`src/rtl/packet_controller_pkg.sv`:
```
// Types and helpers shared by the packet controller's slot allocator and its per-slot age timers.
package packet_controller_pkg;

    localparam int DEFAULT_NUM_ENTRIES  = 8;
    localparam int DEFAULT_HEADER_WIDTH = 32;
    localparam int DEFAULT_IDX_W        = $clog2(DEFAULT_NUM_ENTRIES);

    typedef logic [DEFAULT_IDX_W-1:0]        slot_index_t;
    typedef logic [DEFAULT_HEADER_WIDTH-1:0] header_t;

    typedef enum logic [0:0] {
        EMPTY = 1'b0,
        HOLD  = 1'b1
    } slot_state_t;

    // Counter width that can hold the value timeout_cycles itself (the saturation point).
    function automatic int age_width(input int timeout_cycles);
        return $clog2(timeout_cycles + 1);
    endfunction

endpackage

```
`src/rtl/slot_age_timer.sv`:
```
// Per-slot saturating age counter; expired is high while the slot is busy and has reached the timeout.
module slot_age_timer
    import packet_controller_pkg::*;
#(
    parameter int TIMEOUT_CYCLES = 1024
) (
    input  logic nocclk,
    input  logic rst,
    input  logic busy,
    input  logic clear,
    output logic expired
);

    localparam int AGE_W = age_width(TIMEOUT_CYCLES);
    localparam logic [AGE_W-1:0] AGE_MAX = AGE_W'(TIMEOUT_CYCLES);

    logic [AGE_W-1:0] age;

    always_ff @(posedge nocclk or posedge rst) begin
        if (rst) begin
            age <= '0;
        end else if (clear) begin
            age <= '0;
        end else if (busy && (age != AGE_MAX)) begin
            age <= age + 1'b1;
        end
    end

    assign expired = busy && (age == AGE_MAX);

endmodule

```
`src/rtl/packet_slot_allocator.sv`:
```
// Claims free slot indices for outbound headers, presents them to transmit, returns freed
// indices to the free-index buffer and flags slots that stay unacknowledged too long.
module packet_slot_allocator
    import packet_controller_pkg::*;
#(
    parameter int NUM_ENTRIES    = 8,
    parameter int HEADER_WIDTH   = 32,
    parameter int TIMEOUT_CYCLES = 1024,
    localparam int IDX_W         = $clog2(NUM_ENTRIES)
) (
    input  logic                    nocclk,
    input  logic                    rst,
    input  logic                    in_valid,
    output logic                    in_ready,
    input  logic [HEADER_WIDTH-1:0] in_header,
    input  logic                    next_free_index_valid,
    input  logic [IDX_W-1:0]        next_free_index,
    output logic                    next_free_index_ready,
    output logic                    alloc_valid,
    input  logic                    alloc_ready,
    output logic [IDX_W-1:0]        alloc_index,
    output logic [HEADER_WIDTH-1:0] alloc_header,
    input  logic                    release_valid,
    input  logic [IDX_W-1:0]        release_index,
    output logic                    return_index_valid,
    output logic [IDX_W-1:0]        return_index,
    output logic                    timeout_valid,
    output logic [IDX_W-1:0]        timeout_index,
    input  logic                    timeout_ready,
    output logic                    release_error
);

    // All handshakes: a transfer happens on a rising edge where valid and ready are both high;
    // the return port is valid-only because the buffer always has room for a freed index.

    slot_state_t             state;
    logic [IDX_W-1:0]        alloc_idx_q;
    logic [NUM_ENTRIES-1:0]  busy;
    logic [NUM_ENTRIES-1:0]  expired;
    logic [NUM_ENTRIES-1:0]  age_clear;
    logic [HEADER_WIDTH-1:0] header_mem [NUM_ENTRIES];
    logic                    fire;
    logic                    rel_ok;
    logic                    rel_bad;
    logic                    to_take;

    assign fire    = in_valid && next_free_index_valid && ((state == EMPTY) || alloc_ready);
    assign rel_ok  = release_valid && busy[release_index];
    assign rel_bad = release_valid && !busy[release_index];
    assign to_take = timeout_valid && timeout_ready;

    assign in_ready              = fire;
    assign next_free_index_ready = fire;

    always_ff @(posedge nocclk or posedge rst) begin
        if (rst) begin
            state       <= EMPTY;
            alloc_idx_q <= '0;
        end else if (fire) begin
            state       <= HOLD;
            alloc_idx_q <= next_free_index;
        end else if (alloc_ready) begin
            state       <= EMPTY;
        end
    end

    // The held header is read from the slot table; it only changes when a new result is loaded.
    assign alloc_valid  = (state == HOLD);
    assign alloc_index  = alloc_idx_q;
    assign alloc_header = header_mem[alloc_idx_q];

    always_ff @(posedge nocclk or posedge rst) begin
        if (rst) begin
            busy <= '0;
            for (int i = 0; i < NUM_ENTRIES; i++) begin
                header_mem[i] <= '0;
            end
        end else begin
            if (rel_ok) begin
                busy[release_index] <= 1'b0;
            end
            if (fire) begin
                busy[next_free_index]       <= 1'b1;
                header_mem[next_free_index] <= in_header;
            end
        end
    end

    always_ff @(posedge nocclk or posedge rst) begin
        if (rst) begin
            return_index_valid <= 1'b0;
            return_index       <= '0;
            release_error      <= 1'b0;
        end else begin
            return_index_valid <= rel_ok;
            if (rel_ok) begin
                return_index <= release_index;
            end
            release_error <= release_error | rel_bad;
        end
    end

    always_comb begin
        age_clear = '0;
        for (int i = 0; i < NUM_ENTRIES; i++) begin
            age_clear[i] = (fire    && (next_free_index == IDX_W'(i))) ||
                           (rel_ok  && (release_index   == IDX_W'(i))) ||
                           (to_take && (timeout_index   == IDX_W'(i)));
        end
    end

    // Scan downward so the lowest expired slot wins.
    always_comb begin
        timeout_index = '0;
        for (int i = NUM_ENTRIES - 1; i >= 0; i--) begin
            if (expired[i]) begin
                timeout_index = IDX_W'(i);
            end
        end
    end

    assign timeout_valid = |expired;

    for (genvar g = 0; g < NUM_ENTRIES; g++) begin : g_timer
        slot_age_timer #(
            .TIMEOUT_CYCLES(TIMEOUT_CYCLES)
        ) u_timer (
            .nocclk (nocclk),
            .rst    (rst),
            .busy   (busy[g]),
            .clear  (age_clear[g]),
            .expired(expired[g])
        );
    end

endmodule

```
`config.mk`:
```
export PLATFORM = sky130hd
export DESIGN_NAME = packet_slot_allocator
export DESIGN_NICKNAME = d
export VERILOG_FILES = /design/src/rtl/packet_controller_pkg.sv /design/src/rtl/slot_age_timer.sv /design/src/rtl/packet_slot_allocator.sv
export SDC_FILE = /design/constraint.sdc
export NUM_CORES = 1
export LEC_CHECK = 0
export CORE_UTILIZATION = 43
export DETAILED_ROUTE_END_ITERATION = 10
export DONT_BUFFER_PORTS = 1
export GPL_TIMING_DRIVEN = 0
export PLACE_DENSITY = 0.68
export SLEW_MARGIN = 0
export SYNTH_ARGS = -nofsm -noshare
export SYNTH_HDL_FRONTEND = slang
export SYNTH_HIERARCHICAL = 1
export SYNTH_SLANG_ARGS = --single-unit
export TNS_END_PERCENT = 5
```
`constraint.sdc`:
```
create_clock -name nocclk -period 21.7 [get_ports nocclk]
set_clock_uncertainty 0.2 [all_clocks]
set_input_delay 4.34 -clock nocclk [delete_from_list [all_inputs] [get_ports nocclk]]
set_output_delay 4.34 -clock nocclk [all_outputs]
set_load 0.005 [all_outputs]
```
**Run 1: congestion heat map**

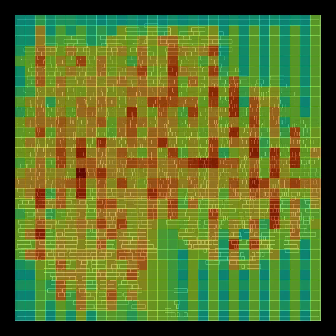
global routing's busiest layer: met2
global-route met1 utilization: 0.2390
met2 GRT Util: 0.3212
Final Util: 0.4908

**Run 1: cell classes on the final placement**

The bar under the picture is 50 um long.
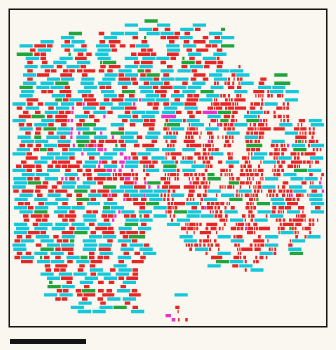
legend:
  sequential cells:
    color: cyan
    cells: 361
  combinational and other logic:
    color: red
    cells: 938
  clock drivers and dummy loads:
    color: green
    cells: 71
  remaining buffers and delay cells:
    color: magenta
    cells: 60

==> flow_metrics.env, run 1 <==
# yosys + openroad results
export IMPL_fp_util=0.4392
export IMPL_die_height_um=207.2
export IMPL_finalInstanceArea_sq_mm=0.02022
export IMPL_switching_share=0.3037
export IMPL_maxCapViolCount=0
export IMPL_post_cts_buffers=0
export IMPL_clock_fmax_ghz=0.1058
export IMPL_syn_avg_cell_area_sq_um=13.34
export IMPL_xor_share=0.007743
export IMPL_rsz0062_at_grt="no"
export IMPL_clk_power_w=0.000712
export IMPL_pg_comb_w=0.000548
export IMPL_worstSetupStartpointType="input pin"
export IMPL_cp_arrival_ns=4.91
export IMPL_placed_area_sq_mm=0.01883
export IMPL_synth_warnings=6
export IMPL_top_area_frac=0.4992
export IMPL_antenna_found_initial=0
export IMPL_hold_slack_ns=0.2879
export IMPL_power_frac_clock=0.312
export IMPL_cts_buffers=41
export IMPL_peakVddDrop_v=0.00007786
export IMPL_hpwlAfterDp_mm=26.71
export IMPL_worst_skew_pair_late_latency_ns=0.54
export IMPL_syn_cell_area_sq_mm=0.01810
export IMPL_critical_path_peak_fanout=10
export IMPL_ys_cells=1357
export IMPL_warnings=38
export IMPL_ys_types=54
export IMPL_grt_pass1_vias=11830
export IMPL_root_buffer="clkbuf_16"
export IMPL_drc_errors=0
export IMPL_edf_count=0
export IMPL_synth_area_top_cells="dfrtp_1, mux2_2, mux4_2"
export IMPL_vias=11310
export IMPL_dp_cells=1891
export IMPL_cts_sinks=361
export IMPL_firstDrtPassIters=4
export IMPL_ctsHoldBuffers=0
export IMPL_status="finished clean"
export IMPL_design_core_area_sq_mm=0.04120
export IMPL_drt_iter0_markers=621
export IMPL_setup_viol=0
export IMPL_p_sw_w=0.0006930
export IMPL_num_nets_final=1463
export IMPL_fill_cells=3557
export IMPL_ys_seq_frac=0.4992
export IMPL_diodes=0
export IMPL_largest_area_cell="dfrtp_1"
export IMPL_instances_no_fill=1962
export IMPL_ys_chip_area_sq_mm=0.01810
export IMPL_grt_max_degree=127
export IMPL_simple_gate_share=0.1298
export IMPL_p_comb_frac=0.240
export IMPL_ys_top_logic_family="multiplexers"
export IMPL_ys_ff=361
export IMPL_grt_pass1_wl_mm=65.03
export IMPL_p_leak_nw=8.571
export IMPL_synthCells=1357
export IMPL_cp_data_required_time_ns=17.16
export IMPL_hold_viol_final=0
export IMPL_ctsResizeCount=0
export IMPL_h_tree_depth=2
export IMPL_cts_tree="done"
export IMPL_hp_class="reg2reg"
export IMPL_timing_final_crit_share=0.4357
export IMPL_clk_path_buf_depth=3
export IMPL_ioPinCount=92
export IMPL_cp_end_kind="primary output"
export IMPL_aoi_share=0.04895
export IMPL_drv_slew=0
export IMPL_total_power_w=0.002282
export IMPL_port_buffers=0
export IMPL_rows=74
export IMPL_power_top_group="sequential cells"
export IMPL_die_w_um=207.2
export IMPL_slew_headroom=0.2726
export IMPL_drive_gt1_frac=0.3804
export IMPL_powerSeq_w=0.00102
export IMPL_place_ws_ns=12.23
export IMPL_most_common_cell="dfrtp_1"
export IMPL_fin_ws_ns=12.25
export IMPL_async_reset_ff_frac=1.000
export IMPL_fp_nets=1418
export IMPL_min_period_ns=9.455
export IMPL_fin_setup_tns_ns=0
export IMPL_power_frac_seq=0.448
export IMPL_area_growth_pct=11.74
export IMPL_die_area_sq_mm=0.04291
export IMPL_power_density_mw_per_mm2=112.8
export IMPL_p_int_w=0.001589
export IMPL_tightest_slew_ns=1.077
export IMPL_clkTransAtPathRegs_ns=0.06
export IMPL_path_class="in2out"
export IMPL_viasPerCell=5.764
export IMPL_ant_nets=0
export IMPL_top_cells_by_count="dfrtp_1, mux2_2, inv_1"
export IMPL_grt_overflow=0
export IMPL_mux_share=0.2731
export IMPL_gp_congestion=0.8134
export IMPL_yosys_most_used_dff="dfrtp_1"
export IMPL_ys_sh_adder=0.01106
**Run 1: cell sizes after repair**

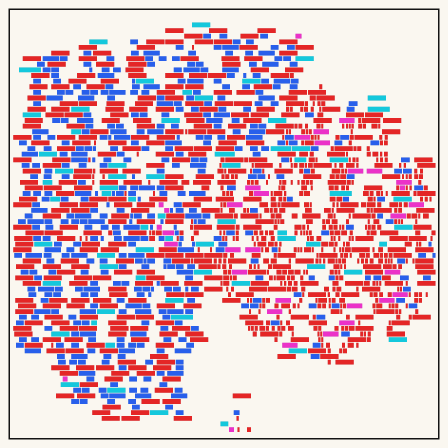
legend:
  _2 cells:
    color: blue
    cells: 446
    share: 31%
  _0 and _1 cells:
    color: red
    cells: 886
    share: 62%
  _3 and _4 cells:
    color: magenta
    cells: 33
    share: 2.3%
  _6 and larger:
    color: cyan
    cells: 65
    share: 4.5%

**Run 1: wire density map**

The bar under the picture is 50 um long. 21 x 21 tiles, from dark purple (low) to yellow (high), scaled to the fullest tile. Values are wire area over tile area, all layers added.
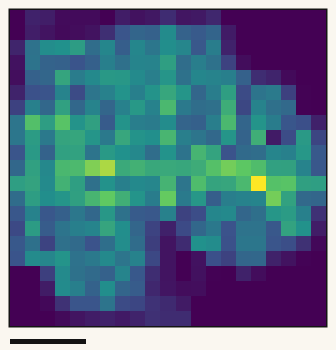
tiles over half the peak: 21%
mean over tiles: 0.15
nearly empty tiles: 18%
fullest tile: 0.48
GRT Overall Usage: 0.1889
average wire per standard cell: 20.24 um
final wirelength: 39.71 mm

run 1: flip-flops by register name (all words and copies together) (netlist names):
register and flops:
return_index_valid 1, g_timer.u_timer/age 88, return_index 3, alloc_index 3, release_error 1, header_mem 256
alloc_valid 1, busy 8
run 1: layout make-up:
cell class                      count  area, sq um  area share
Clock buffer                       57         1187     0.05872
Clock inverter                     14        209.0     0.01033
Tap cell                          532        665.6     0.03292
Sequential cell                   361         9034      0.4467
Timing Repair Buffer                2        55.05    0.002722
Buffer                             58        302.8     0.01497
Multi-Input combinational cell    873         8517      0.4212
Inverter                           65        251.5     0.01244
run 1: metal layers:
layer  wire length [um]  vias to the layer above  share of wire  global-route usage
li1                   -                     5131              -                   -
met1              16790                     5895           0.42              0.2390
met2              19800                      221           0.50              0.3212
met3               2371                       61          0.060             0.05033
met4                752                        0          0.019             0.04709
met5                  0                        -              0                   0
run 1: final timing paths:
kind | start | endpoint | slack, ns | depth (start not counted)
setup / recovery | alloc_ready | next_free_index_ready | 12.25 | 4
hold / removal | header_mem[225] | header_mem[225] | 0.29 | 1
setup reg to reg | g_timer[0].u_timer/age[0] | g_timer[6].u_timer/age[0] | 17.58 | 11
hold reg to reg | header_mem[225] | header_mem[225] | 0.29 | 1
max in group asynchronous | rst | header_mem[184] | 16.47 | 3
min in group asynchronous | rst | busy[2] | 3.42 | 1
run 1: critical path, cell delays in order:
cell and delay, ns:
nand2b_1 0.13, nor2b_2 0.16, buf_6 0.15, buf_4 0.14
run 1: layout by cell type, fill, tap and decap left out, drive strengths merged, types with 25 or more instances in the layout:
cell type / count
dfrtp: 361
mux2: 310
clkbuf: 77
inv: 67
nor2: 65
mux4: 64
a21oi: 59
o21ai: 41
or3: 41
nand4: 41
buf: 40
nand2: 38
nor4: 34
nor2b: 27
nand3: 25
**Run 1: nets reached from selected ports**

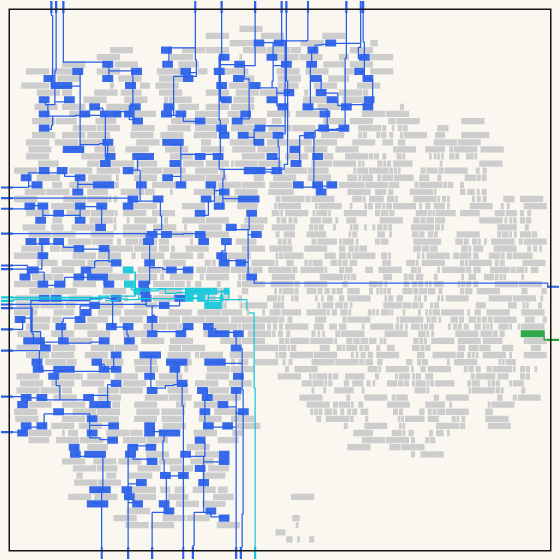

--- run 2 (diff from run 1) ---
clock period = 9.15 ns   (was 21.7 ns; I/O delays follow)
**Run 2: nets reached from selected ports**

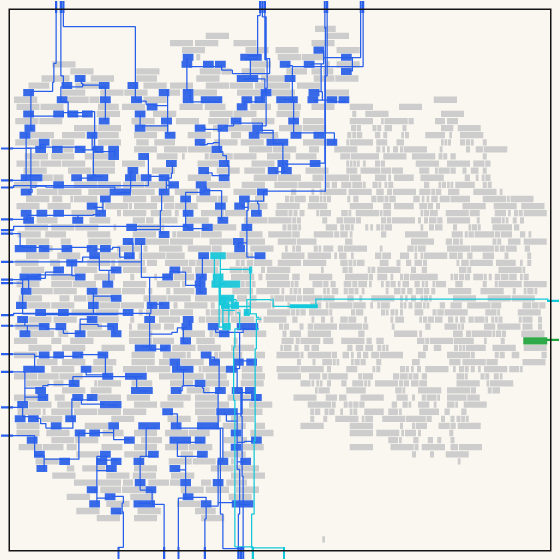
legend:
  in_header:
    color: blue
    direction: input
    edge: 15 west, 10 north, 7 south
    end_cells: 256
    buffers: 0
    wire: 2920 um
  next_free_index:
    color: cyan
    direction: input
    edge: 2 south, 1 east
    end_cells: 12
    buffers: 3
    wire: 494 um
  return_index_valid:
    color: green
    direction: output
    edge: east
    end_cells: 1
    buffers: 0
    wire: 0.900 um

==> run 2 against run 1 <==
  * Worst setup slack worse by 8.1 ns
  * Routed wire length is 0.16% higher
  * Core utilization hardly changed
  * Via count is 0.46% lower
  * Flip-flop count stayed put
  * Die size stayed put
  * Design area hardly changed
  * Cell count is 0.25% higher
  * Sequential power is 140% higher
  * Critical path depth stayed put
  * Area after synthesis stayed put
  * Clock-buffer cell count is 5 higher
  * Critical path type is now reg2out
  * Largest cell class unchanged
  * Largest power group unchanged
  * Highest routed layer is now met5
==> flow_metrics.env, run 2 <==
# yosys + openroad results
export IMPL_p_comb_frac=0.244
export IMPL_lay_top_cells="dfrtp_1, mux2_2, inv_1, mux4_2, nor2_1"
export IMPL_min_period_ns=5.010
export IMPL_wirelength_met1_mm=17.26
export IMPL_ys_chip_area_sq_mm=0.01810
export IMPL_met2_length_mm=19.29
export IMPL_whs_path_depth=1
export IMPL_ctsHoldBuffers=0
export IMPL_cts_tree="done"
export IMPL_viasPerCell=5.722
export IMPL_warnings=34
export IMPL_die_area_sq_mm=0.04291
export IMPL_cp_arrival_ns=2.98
export IMPL_fp_util=0.4392
export IMPL_r2r_start="g_timer[0].u_timer/age[0]"
export IMPL_highest_layer="met5"
export IMPL_drv_slew=0
export IMPL_tightest_slew_ns=1.050
export IMPL_top_area_frac=0.4992
export IMPL_critical_path_peak_fanout=10
export IMPL_power_frac_clock=0.300
export IMPL_syn_cell_area_sq_mm=0.01810
export IMPL_most_common_cell="dfrtp_1"
export IMPL_crit_chain="clkbuf_1 -> buf_1 -> mux4_2 -> mux2_2"
export IMPL_timing_final_crit_share=0.5475
export IMPL_worstSetupStartpointType="register"
export IMPL_num_nets_final=1466
export IMPL_vias=11260
export IMPL_power_density_mw_per_mm2=263.6
export IMPL_layout_top_cell="dfrtp_1"
export IMPL_cp_data_required_time_ns=7.12
export IMPL_switching_share=0.3078
export IMPL_hpwlAfterDp_mm=27.10
export IMPL_cts_buffers=40
export IMPL_grt_pass1_vias=11760
export IMPL_h_tree_depth=2
export IMPL_ant_nets=0
export IMPL_p_leak_nw=8.567
export IMPL_peakVddDrop_v=0.0001551
export IMPL_slew_headroom=0.2913
export IMPL_regMostFlops="header_mem"
export IMPL_fp_nets=1418
export IMPL_top_cells_by_count="dfrtp_1, mux2_2, inv_1"
export IMPL_reg_top3="header_mem (256), g_timer.u_timer/age (88), busy (8)"
export IMPL_fin_setup_tns_ns=0
export IMPL_die_w_um=207.2
export IMPL_clk_path_buf_depth=3
export IMPL_ys_types=54
export IMPL_hold_viol_final=0
export IMPL_cp_end_kind="primary output"
export IMPL_async_reset_ff_frac=1.000
export IMPL_status="finished clean"
export IMPL_rrSetupSlack_ns=5.08
export IMPL_worst_skew_pair_late_latency_ns=0.56
export IMPL_clkTransAtPathRegs_ns=0.06
export IMPL_clock_fmax_ghz=0.1996
export IMPL_top_usage_layer="met2"
export IMPL_ys_seq_frac=0.4992
export IMPL_slowest_stage="buf_1"
export IMPL_die_height_um=207.2
export IMPL_ys_cells=1357
export IMPL_p_sw_w=0.001641
export IMPL_fill_cells=3550
export IMPL_firstDrtPassIters=7
export IMPL_yosys_most_used_dff="dfrtp_1"
export IMPL_r2r_end="g_timer[4].u_timer/age[9]"
export IMPL_met3_usage=0.04821
**Run 2: cell sizes after repair**

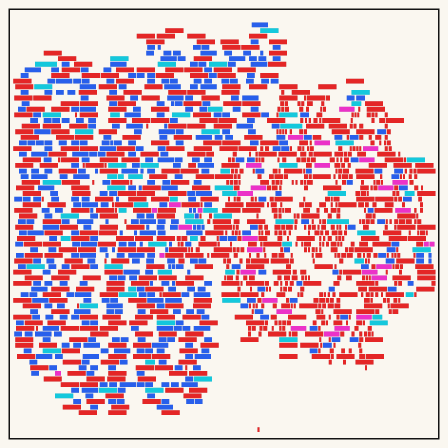
legend:
  _6 and larger:
    color: cyan
    cells: 67
    share: 4.7%
  _0 and _1 cells:
    color: red
    cells: 889
    share: 62%
  _2 cells:
    color: blue
    cells: 446
    share: 31%
  _3 and _4 cells:
    color: magenta
    cells: 32
    share: 2.2%
Area Growth Syn to Fin: 11.73%
Finished Cell Area: 0.02022 sq mm
fin worst setup slack: 4.140 ns
bufs w/o clock: 64

==> run 2: per-stage QoR <==
| step | instance area (sq um) | cells | power, W | worst slack [ns] | hold WS [ns] |
|---|---|---|---|---|---|
| 2_1_floorplan | 18100 | 1357 | 0.003419 | 3.511 | 0.2524 |
| 3_5_place_dp | 18890 | 1895 | 0.003760 | 4.427 | 0.2713 |
| 5_1_grt | 20220 | 1967 | 0.005641 | 4.044 | 0.3108 |
| 4_1_cts | 20220 | 1966 | 0.005389 | 4.088 | 0.2841 |
| 3_3_place_gp | 18770 | 1889 | 0.003675 | 2.147 | 0.2651 |
| 6_report | 20220 | 1967 | 0.005330 | 4.140 | 0.2866 |
==> run 2: power by group through the flow <==
stage	clock network [W]	registers, W	logic (W)
finish	0.00160	0.00243	0.00130
global route	0.00171	0.00249	0.00144
floorplan	0	0.00234	0.00108
global placement	0	0.00242	0.00125
CTS	0.00165	0.00242	0.00132
detailed placement	0	0.00245	0.00131
==> run 2: logic make-up after synthesis <==
kind of cell    after synthesis  share of synthesized area
fa+ha+maj                    16                    0.01106
compound gates              142                    0.04895
xor+xnor                     16                   0.007743
flops                       361                     0.4992
simple gates                324                     0.1298
buf+inv                     123                    0.03021
mux                         375                     0.2731
==> run 2: final cells by class <==
cell class                 instances  area [sq um]  share of cell area
sequential                       361          9034              0.4468
inverter                          65         247.7             0.01225
clock buffer                      62          1204             0.05953
tap                              532         665.6             0.03292
buffer                            58         302.8             0.01497
multi-input combinational        873          8517              0.4212
timing repair buffer               6         120.1            0.005940
antenna                            1         2.502           0.0001238
clock inverter                     9         127.6            0.006311
==> run 2: worst max-delay path: cells and delay by family (launching register included) <==
family	cells	cell delay, ns
buffers and inverters	2	1.25
multiplexers	2	0.74
flip-flops	1	0.42
--- run 3 (diff from run 2) ---
clock period = 5.01 ns   (was 9.15 ns; I/O delays follow)
**Run 3: wire density map**

The bar under the picture is 50 um long. 21 x 21 tiles, from dark purple (low) to yellow (high), scaled to the fullest tile. Values are wire area over tile area, all layers added.
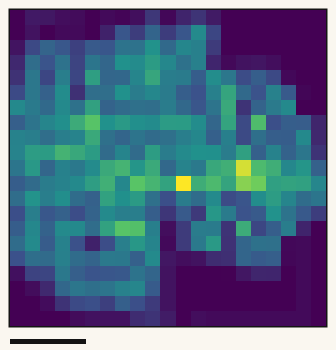
fullest tile: 0.52
nearly empty tiles: 17%
mean over tiles: 0.15
tiles over half the peak: 14%
average wire per standard cell: 20.22 um
final wirelength: 39.77 mm

**Run 3: cell classes on the final placement**

The bar under the picture is 50 um long.
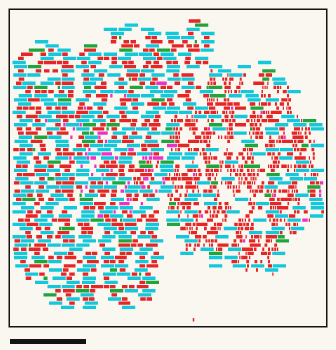
legend:
  combinational and other logic:
    color: red
    cells: 938
  clock drivers and dummy loads:
    color: green
    cells: 71
  remaining buffers and delay cells:
    color: magenta
    cells: 64
  sequential cells:
    color: cyan
    cells: 361

==> run 3 against run 2 <==
  * Global-route usage stayed put
  * Synthesized cell count stayed put
  * Combinational power is 83% higher
  * Hold slack worse by 0.16 ns
  * Cell count stayed put
  * Critical path depth stayed put
  * Register-to-register slack worse by 4.1 ns
  * Sequential share of layout area stayed put
  * Clock power is 82% higher
  * Sequential power is 82% higher
  * Area after synthesis stayed put
  * Highest routed layer unchanged
==> flow_metrics.env, run 3 <==
# yosys + openroad results
export IMPL_finalInstanceArea_sq_mm=0.02022
export IMPL_area_growth_pct=11.73
export IMPL_peakVddDrop_v=0.0002833
export IMPL_clkTransAtPathRegs_ns=0.06
export IMPL_path_class="reg2out"
export IMPL_aoi_share=0.04895
export IMPL_rows=74
export IMPL_ys_types=54
export IMPL_tightest_slew_ns=1.050
export IMPL_cts_tree="done"
export IMPL_fin_util=0.4908
export IMPL_met3WireLength_mm=2.370
export IMPL_reg_top3="header_mem (256), g_timer.u_timer/age (88), busy (8)"
export IMPL_grt_pass1_wl_mm=65.64
export IMPL_drive_gt1_frac=0.3801
export IMPL_cts_sinks=361
export IMPL_mux_share=0.2731
export IMPL_port_buffers=0
export IMPL_cp_end_kind="primary output"
export IMPL_timing_final_crit_share=0.8347
export IMPL_highest_layer="met5"
export IMPL_maxCapViolCount=0
export IMPL_warnings=34
export IMPL_fp_nets=1418
export IMPL_fill_cells=3550
export IMPL_ys_cells=1357
export IMPL_p_int_w=0.006737
export IMPL_switching_share=0.3078
export IMPL_instances_no_fill=1967
export IMPL_xor_share=0.007743
export IMPL_hold_viol_final=0
export IMPL_synth_warnings=6
export IMPL_setup_viol=0
export IMPL_ioPinCount=92
export IMPL_post_cts_buffers=0
export IMPL_largest_register_ffs=256
export IMPL_layout_top_cell="dfrtp_1"
export IMPL_cp_arrival_ns=2.98
export IMPL_dp_cells=1895
export IMPL_h_tree_depth=2
export IMPL_power_density_mw_per_mm2=481.4
export IMPL_rsz0062_at_grt="no"
export IMPL_syn_cell_area_sq_mm=0.01810
export IMPL_met3_usage=0.04821
export IMPL_drt_iter0_markers=674
export IMPL_hold_slack_ns=0.1289
export IMPL_top_usage_layer="met2"
export IMPL_gp_congestion=0.8089
export IMPL_status="finished clean"
export IMPL_lay_top_cells="dfrtp_1, mux2_2, inv_1, mux4_2, nor2_1"
export IMPL_met2_length_mm=19.29
export IMPL_firstDrtPassIters=7
export IMPL_regMostFlops="header_mem"
export IMPL_ys_sh_adder=0.01106
export IMPL_worstSetupStartpointType="register"
export IMPL_antenna_found_initial=2
export IMPL_synth_area_top_cells="dfrtp_1, mux2_2, mux4_2"
export IMPL_placed_area_sq_mm=0.01889
export IMPL_hp_class="in2async"
export IMPL_fin_ws_ns=0.8283
export IMPL_synthCells=1357
export IMPL_cp_data_required_time_ns=3.81
export IMPL_clock_fmax_ghz=0.2391
export IMPL_simple_gate_share=0.1298
export IMPL_fin_setup_tns_ns=0
export IMPL_async_reset_ff_frac=1.000
export IMPL_grt_overflow=0
export IMPL_most_common_cell="dfrtp_1"
export IMPL_ant_nets=0
export IMPL_die_area_sq_mm=0.04291
export IMPL_die_height_um=207.2
export IMPL_grt_pass1_vias=11760
export IMPL_grt_use_total=0.1902
export IMPL_ctsHoldBuffers=0
export IMPL_total_power_w=0.009734
export IMPL_ys_seq_frac=0.4992
export IMPL_p_leak_nw=8.567
export IMPL_drc_errors=0
export IMPL_ys_chip_area_sq_mm=0.01810
export IMPL_cts_buffers=40
export IMPL_critical_path_peak_fanout=10
export IMPL_worst_skew_pair_late_latency_ns=0.56
export IMPL_top_cells_by_count="dfrtp_1, mux2_2, inv_1"
export IMPL_place_ws_ns=0.9690
export IMPL_grt_max_degree=45
export IMPL_yosys_most_used_dff="dfrtp_1"
export IMPL_slew_headroom=0.2913
export IMPL_top_area_frac=0.4992
export IMPL_design_core_area_sq_mm=0.04120
export IMPL_power_frac_seq=0.455
export IMPL_num_nets_final=1466
export IMPL_min_period_ns=4.182
export IMPL_edf_count=0
export IMPL_p_sw_w=0.002997
export IMPL_ctsResizeCount=0
export IMPL_gr_usage_met2=0.3105
export IMPL_viasPerCell=5.722
export IMPL_syn_avg_cell_area_sq_um=13.34
export IMPL_wirelength_met1_mm=17.26
export IMPL_vias=11260
export IMPL_die_w_um=207.2
==> run 3: cell counts in the layout (fill, tap and decap cells not counted) <==
Identical to the previous run, type by type.
==> run 3: kinds of logic after synthesis <==
| kind of cell | after synthesis |
|---|---|
| mux | 375 |
| flops | 361 |
| simple gates | 324 |
| compound gates | 142 |
| buf+inv | 123 |
| xor+xnor | 16 |
| fa+ha+maj | 16 |
==> run 3: critical path, stage by stage (launching register included) <==
cell      delay [ns]
dfrtp_1         0.42
clkbuf_1        0.54
buf_1           0.71
mux4_2          0.42
mux2_2          0.32
==> run 3: area by class of cell <==
type | instances | area [sq um] | share of cell area
well taps | 532 | 665.6 | 0.03292
inverters | 65 | 247.7 | 0.01225
repair buffers | 6 | 120.1 | 0.005940
flip-flops and latches | 361 | 9034 | 0.4468
clock inverters | 9 | 127.6 | 0.006311
clock buffers | 62 | 1204 | 0.05953
plain buffers | 58 | 302.8 | 0.01497
multi-input cells | 873 | 8517 | 0.4212
diodes | 1 | 2.502 | 0.0001238
==> run 3: power by group through the flow <==
stage	registers, W	clock network [W]	logic [W]
after floorplan	0.00428	0	0.00197
after global placement	0.00442	0	0.00229
after detailed placement	0.00447	0	0.00240
after CTS	0.00443	0.00301	0.00241
after global routing	0.00455	0.00312	0.00262
final	0.00443	0.00292	0.00238
==> run 3: final timing paths <==
path / from / slack (ns) / cells past startpoint / end
setup / recovery: alloc_index[1] / 0.83 / 4 / alloc_header[30]
min in group nocclk: header_mem[161] / 0.29 / 1 / header_mem[161]
setup reg to reg: g_timer[0].u_timer/age[0] / 0.94 / 11 / g_timer[4].u_timer/age[9]
max in group asynchronous: rst / 3.28 / 3 / header_mem[204]
hold / removal: rst / 0.13 / 1 / g_timer[1].u_timer/age[2]
hold reg to reg: header_mem[161] / 0.29 / 1 / header_mem[161]
Power figures rest on the tool's default switching activity, not on a simulated workload.
